### Met1 routing

Bar = 20 microns.
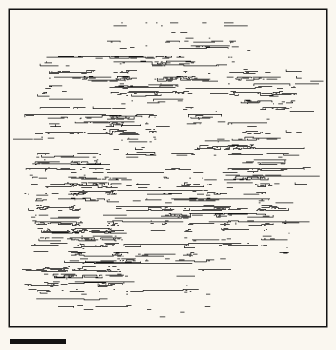
### The metal 2 layer

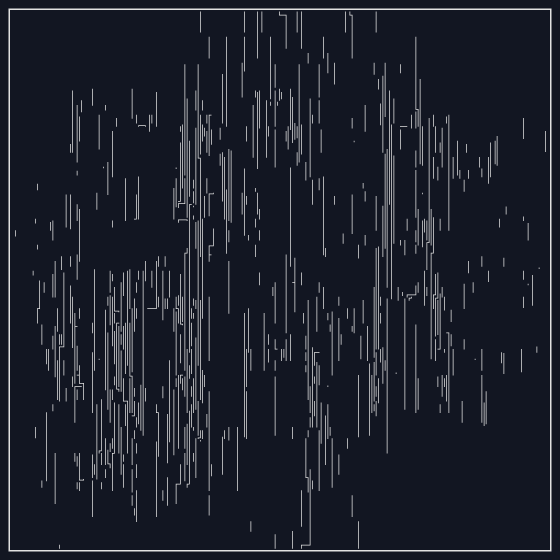
### Signal wires on met3

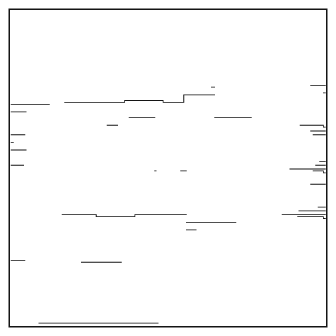
**src/rtl/debounce_bank.sv**
```systemverilog
// debounce_bank: multi-channel input debouncer.
// Each channel passes through a 2-FF synchroniser. A shared prescaler produces
// a sample tick, and on every tick each channel's stability counter advances
// while the synchronised input disagrees with the debounced output. Once
// STABLE_CNT consecutive disagreeing samples have been seen, the output flips
// and a one-cycle rise or fall strobe is issued. Any agreeing sample clears
// the count, so short glitches are rejected.
// en=0 freezes the prescaler and the filters, so outputs and counts hold.
module debounce_bank #(
  parameter int              NCH        = 8,
  parameter int              DIV_W      = 16,
  parameter int              TICK_DIV   = 49999,
  parameter int              STABLE_CNT = 4,
  parameter int              CNT_W      = 3,
  parameter logic [NCH-1:0]  RESET_VAL  = {NCH{1'b1}}
) (
  input  logic           clk,
  input  logic           reset,
  input  logic           en,
  input  logic [NCH-1:0] sig_i,
  output logic [NCH-1:0] sig_o,
  output logic [NCH-1:0] rise_o,
  output logic [NCH-1:0] fall_o,
  output logic           tick_o
);

  localparam logic [DIV_W-1:0] DIV_LAST = DIV_W'(TICK_DIV);
  localparam logic [CNT_W:0]   CNT_LAST = (CNT_W + 1)'(STABLE_CNT);

  logic [NCH-1:0]   sync1;
  logic [NCH-1:0]   sync2;
  logic [DIV_W-1:0] div_cnt;
  logic             tick;
  logic [CNT_W-1:0] cnt [NCH];

  // A tick occurs in the last cycle of each prescaler period, and only while enabled.
  assign tick = en && (div_cnt == DIV_LAST);

  // Two-stage synchroniser; it starts at the idle level so reset produces no spurious edge.
  always_ff @(posedge clk) begin
    if (reset) begin
      sync1 <= RESET_VAL;
      sync2 <= RESET_VAL;
    end else begin
      sync1 <= sig_i;
      sync2 <= sync1;
    end
  end

  // Shared prescaler counting 0..TICK_DIV, plus a registered copy of the tick for monitoring.
  always_ff @(posedge clk) begin
    if (reset) begin
      div_cnt <= '0;
      tick_o  <= 1'b0;
    end else begin
      tick_o <= tick;
      if (en) begin
        div_cnt <= tick ? '0 : div_cnt + 1'b1;
      end
    end
  end

  // Per-channel consecutive-sample filter. The strobes default low and rise only when sig_o flips.
  always_ff @(posedge clk) begin
    if (reset) begin
      sig_o  <= RESET_VAL;
      rise_o <= '0;
      fall_o <= '0;
      for (int i = 0; i < NCH; i++) begin
        cnt[i] <= '0;
      end
    end else begin
      for (int i = 0; i < NCH; i++) begin
        rise_o[i] <= 1'b0;
        fall_o[i] <= 1'b0;
        if (tick) begin
          if (sync2[i] == sig_o[i]) begin
            cnt[i] <= '0;
          end else if (({1'b0, cnt[i]} + 1'b1) == CNT_LAST) begin
            sig_o[i]  <= sync2[i];
            cnt[i]    <= '0;
            rise_o[i] <= sync2[i];
            fall_o[i] <= ~sync2[i];
          end else begin
            cnt[i] <= cnt[i] + 1'b1;
          end
        end
      end
    end
  end

endmodule
```
**config.mk**
```make
export PLATFORM = sky130hd
export DESIGN_NAME = debounce_bank
export DESIGN_NICKNAME = d
export VERILOG_FILES = /design/src/rtl/debounce_bank.sv
export SDC_FILE = /design/constraint.sdc
export NUM_CORES = 1
export LEC_CHECK = 0
export ABC_AREA = 1
export CAP_MARGIN = 15
export CORE_MARGIN = 2
export CORE_UTILIZATION = 30
export CTS_CLUSTER_DIAMETER = 200
export DETAILED_ROUTE_END_ITERATION = 16
export PLACE_DENSITY = 0.46
export SYNTH_ARGS = -nofsm -noshare
export SYNTH_HDL_FRONTEND = slang
export SYNTH_SLANG_ARGS = --single-unit
```
**constraint.sdc**
```tcl
create_clock -name clk -period 2.7 [get_ports clk]
set_input_delay 0.405 -clock clk [delete_from_list [all_inputs] [get_ports clk]]
set_output_delay 0.405 -clock clk [all_outputs]
set_load 0.02 [all_outputs]
```
==> impl_metrics.toml <==
# yosys + openroad results
[cts]
clock_latency_ps = 330
cts_resized = 0
path_clk_slew_ps = 60

[drt]
drt_iter0_drc = 118
drcViolationCount = 3
routed_via_density = 4.44
met2_length_microns = 3400

[global_route]
gr-total-overflow = 0
global_route.peak_usage_layer = "met2"

[place]
dp_hpwl_microns = 5210
place_area_sq_um = 4120
io_buffers = 35

[synth]
aoi_share_pct = 3.73
largest_area_cell = "dfxtp_1"
async_flop_share_pct = 0
synth_seq_share_pct = 52.3
synth_cell_type_count = 29

[power_and_ir_drop]
clockPowerShare_pct = 46.4
p_total_uw = 2630
cellInternalPower_uw = 2090
p_seq_uw = 1300
p_clk_uw = 1220
power_leakage_uw = 0.00179

[worst_setup_path]
path_cells = "clkdlybuf4s50_1"

[die]
ioPinCount = 36
die_w_microns = 113
core_area_sq_um = 11500

[job]
drv_cap = 0

[cells_and_area]
final_common_cell = "nor2_1"
clock_cell_area_share_pct = 6.77
sh_seq_area_pct = 42.2
largest_cell_class = "flip-flops and latches"
register_area_sq_um = 1860
drive_gt1_share_pct = 20.4

[outcome]
status = "finished, violations left"
failed_checks = "DRC"

[sta]
rsz0062_at_grt = "no"
-- 'Met1 routing' (at the start) --
main direction: horizontal
longest straight run: 40.9 microns
wire length on this layer: 3,470 microns
nets with wire on the layer: 423
via count: 2,609
final wirelength: 7290 microns
GRT met1 Usage: 15.7%

-- 'The metal 2 layer' (at the start) --
main direction: vertical
share of all routed wire: 47%
wire length on this layer: 3,400 microns
M2 GR Usage: 20.2%

-- 'Signal wires on met3' (at the start) --
share of all routed wire: 4.7%
main direction: horizontal
met3 GRT Util: 4.66%

